==> config.mk <==
export PLATFORM = sky130hd
export DESIGN_NAME = countdown_timer
export DESIGN_NICKNAME = d
export VERILOG_FILES = /design/src/rtl/countdown_pkg.sv /design/src/rtl/countdown_timer_bcd_down2.sv /design/src/rtl/countdown_timer.sv
export SDC_FILE = /design/constraint.sdc
export NUM_CORES = 1
export LEC_CHECK = 0
export ABC_AREA = 1
export CAP_MARGIN = 15
export CORE_MARGIN = 8
export CORE_UTILIZATION = 40
export CTS_BUF_LIST = sky130_fd_sc_hd__clkbuf_4 sky130_fd_sc_hd__clkbuf_8
export DETAILED_ROUTE_END_ITERATION = 7
export SLEW_MARGIN = 20
export SYNTH_ARGS = -nofsm -noshare
export SYNTH_HDL_FRONTEND = slang
export SYNTH_SLANG_ARGS = --single-unit
==> constraint.sdc <==
create_clock -name clk -period 2.3 [get_ports clk]
set_clock_uncertainty 0.2 [all_clocks]
set_input_delay 0.46 -clock clk [delete_from_list [all_inputs] [get_ports clk]]
set_output_delay 0.46 -clock clk [all_outputs]
set_load 0.05 [all_outputs]
==> src/rtl/countdown_pkg.sv <==
// Shared types and helpers for the two-digit BCD countdown timer.
package countdown_pkg;

  typedef enum logic [1:0] {
    ST_IDLE    = 2'd0,
    ST_RUN     = 2'd1,
    ST_PAUSED  = 2'd2,
    ST_EXPIRED = 2'd3
  } state_e;

  localparam logic [3:0] BCD_MAX = 4'd9;

  // Prescaler width; never below one bit so the counter always exists.
  function automatic int unsigned presc_width(input int unsigned div);
    int unsigned w;
    w = $clog2(div);
    return (w < 1) ? 1 : w;
  endfunction

  function automatic logic [3:0] bcd_sat(input logic [3:0] d);
    return (d > BCD_MAX) ? BCD_MAX : d;
  endfunction

endpackage

==> src/rtl/countdown_timer_bcd_down2.sv <==
// Two-digit BCD down-counter with saturating preset load and zero flags.
module bcd_down2
  import countdown_pkg::*;
(
  input  logic       clk,
  input  logic       rst,
  input  logic       load,
  input  logic [3:0] preset_tens,
  input  logic [3:0] preset_ones,
  input  logic       dec,
  output logic [3:0] tens,
  output logic [3:0] ones,
  output logic       is_zero,
  output logic       is_zero_next
);

  logic [3:0] tens_q, tens_d;
  logic [3:0] ones_q, ones_d;

  assign is_zero      = (tens_q == 4'd0) && (ones_q == 4'd0);
  // High when the next decrement would land on 00.
  assign is_zero_next = (tens_q == 4'd0) && (ones_q == 4'd1);

  always_comb begin
    tens_d = tens_q;
    ones_d = ones_q;
    if (load) begin
      tens_d = bcd_sat(preset_tens);
      ones_d = bcd_sat(preset_ones);
    end else if (dec && !is_zero) begin
      if (ones_q != 4'd0) begin
        ones_d = ones_q - 4'd1;
      end else begin
        ones_d = BCD_MAX;
        tens_d = tens_q - 4'd1;
      end
    end
  end

  always_ff @(posedge clk or negedge rst) begin
    if (!rst) begin
      tens_q <= '0;
      ones_q <= '0;
    end else begin
      tens_q <= tens_d;
      ones_q <= ones_d;
    end
  end

  assign tens = tens_q;
  assign ones = ones_q;

endmodule

==> src/rtl/countdown_timer.sv <==
// Countdown timer: run/pause FSM and tick prescaler driving a BCD down-counter.
module countdown_timer
  import countdown_pkg::*;
#(
  parameter int unsigned TICK_DIV = 10
) (
  input  logic       clk,
  input  logic       rst,
  input  logic       load,
  input  logic [3:0] preset_tens,
  input  logic [3:0] preset_ones,
  input  logic       start,
  input  logic       pause,
  output logic [3:0] ones,
  output logic [3:0] tens,
  output logic       running,
  output logic       expired,
  output logic       done
);

  localparam int unsigned PW = presc_width(TICK_DIV);
  localparam logic [PW-1:0] PRESC_LAST = PW'(TICK_DIV - 1);

  state_e        state_q, state_d;
  logic [PW-1:0] presc_q, presc_d;
  logic          running_q, running_d;
  logic          expired_q, expired_d;
  logic          done_q, done_d;
  logic          dec;
  logic          cnt_zero, cnt_zero_next;

  bcd_down2 u_digits (
    .clk          (clk),
    .rst          (rst),
    .load         (load),
    .preset_tens  (preset_tens),
    .preset_ones  (preset_ones),
    .dec          (dec),
    .tens         (tens),
    .ones         (ones),
    .is_zero      (cnt_zero),
    .is_zero_next (cnt_zero_next)
  );

  always_comb begin
    state_d = state_q;
    presc_d = presc_q;
    dec     = 1'b0;
    if (load) begin
      state_d = ST_IDLE;
      presc_d = '0;
    end else begin
      unique case (state_q)
        ST_IDLE: begin
          if (start && !pause) begin
            if (cnt_zero) begin
              state_d = ST_EXPIRED;
            end else begin
              state_d = ST_RUN;
              presc_d = '0;
            end
          end
        end
        ST_RUN: begin
          if (pause) begin
            state_d = ST_PAUSED;
          end else if (presc_q == PRESC_LAST) begin
            presc_d = '0;
            dec     = 1'b1;
            if (cnt_zero_next) state_d = ST_EXPIRED;
          end else begin
            presc_d = presc_q + PW'(1);
          end
        end
        ST_PAUSED: begin
          if (start && !pause) state_d = ST_RUN;
        end
        ST_EXPIRED: ;
        default: state_d = ST_IDLE;
      endcase
    end
    running_d = (state_d == ST_RUN);
    expired_d = (state_d == ST_EXPIRED);
    done_d    = (state_d == ST_EXPIRED) && (state_q != ST_EXPIRED);
  end

  always_ff @(posedge clk or negedge rst) begin
    if (!rst) begin
      state_q   <= ST_IDLE;
      presc_q   <= '0;
      running_q <= 1'b0;
      expired_q <= 1'b0;
      done_q    <= 1'b0;
    end else begin
      state_q   <= state_d;
      presc_q   <= presc_d;
      running_q <= running_d;
      expired_q <= expired_d;
      done_q    <= done_d;
    end
  end

  assign running = running_q;
  assign expired = expired_q;
  assign done    = done_q;

endmodule
met1.png
Bar = 20 microns. Supply wires on this layer in grey.
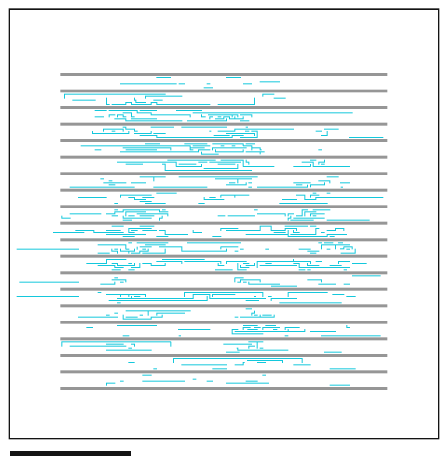
main direction	horizontal
wire length on this layer	1330 microns
share of all routed wire	48%
vias: 1110
met1 Use GR: 0.1412
Detailed Route WL: 2783 microns

==> flow_metrics.env <==
# source this file to load flow results
export IMPL_status="complete, no violations"
export IMPL_grt_max_degree=16
export IMPL_cpMaxStageDelayCell="clkdlybuf4s50_1"
export IMPL_layout_top_cell="nand2_1"
export IMPL_cp_max_fo=3
export IMPL_synth_avg_cell_area_sq_um=7.233
export IMPL_synth_top_area_share=0.3586
export IMPL_total_leakage_power_nw=0.7553
export IMPL_path_buffers=1
export IMPL_setup_violations=0
export IMPL_seq_power_w=0.000386
export IMPL_core_area_sq_um=2781
export IMPL_hpwl_microns=2214
export IMPL_comb_cell_share=0.4439
export IMPL_netlist_instances=164
export IMPL_drc=0
export IMPL_fmax_mhz=451.0
export IMPL_cts_buffers=3
export IMPL_warning_count=27
export IMPL_grt_busiest_layer="met2"
export IMPL_top_layer="met4"
export IMPL_synth_xor_xnor_area_share=0.01477
export IMPL_buffers_excl_clock=25
export IMPL_htree_num_levels=1
export IMPL_reg2reg_from="presc_q[1]"
export IMPL_combPwrFrac=0.444
export IMPL_port_buffers=23
export IMPL_nets=207
export IMPL_io_pins=24
export IMPL_final_cell_mix="nand2_1 (47), nor2_1 (26), clkdlybuf4s50_1 (19), dfrtp_1 (17), inv_1 (14)"
export IMPL_antenna_left=0
export IMPL_ys_area_sq_um=1186
export IMPL_yosysWarnings=0
met2.png
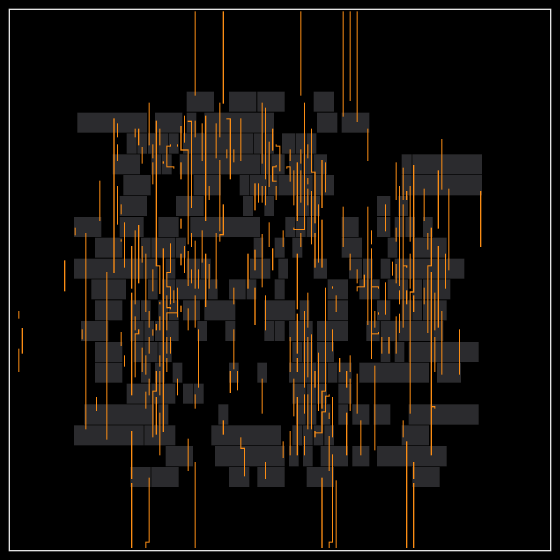
nets with wire on the layer	164
wire length on this layer	1260 microns
share of all routed wire	45%

-- worst register-to-register path: stages (launching register included) --
cell,delay (ps)
dfrtp_1,440
inv_1,70
ha_1,150
nand3_2,110
nor2_1,160
nand2_2,90
nand2_4,160
nand2_1,130
nand2_1,80
nand2_1,50
-- flip-flops by register name, summed over array words and instances, names as in the netlist --
name / count
running: 1
u_digits.tens: 4
done: 1
u_digits.ones: 4
expired: 1
presc_q: 4
state_q: 2
-- synthesized netlist by cell type, types with 2 or more instances --
cell / n
xor2_1: 2
inv_2: 5
nand3_2: 6
inv_1: 14
ha_1: 3
dfrtp_1: 17
a21oi_1: 3
nor2_4: 2
nand2_1: 47
buf_4: 2
o21ai_2: 4
nor2_1: 26
nand2_2: 5
nand3_1: 13
nand2_4: 3
o21ai_0: 5
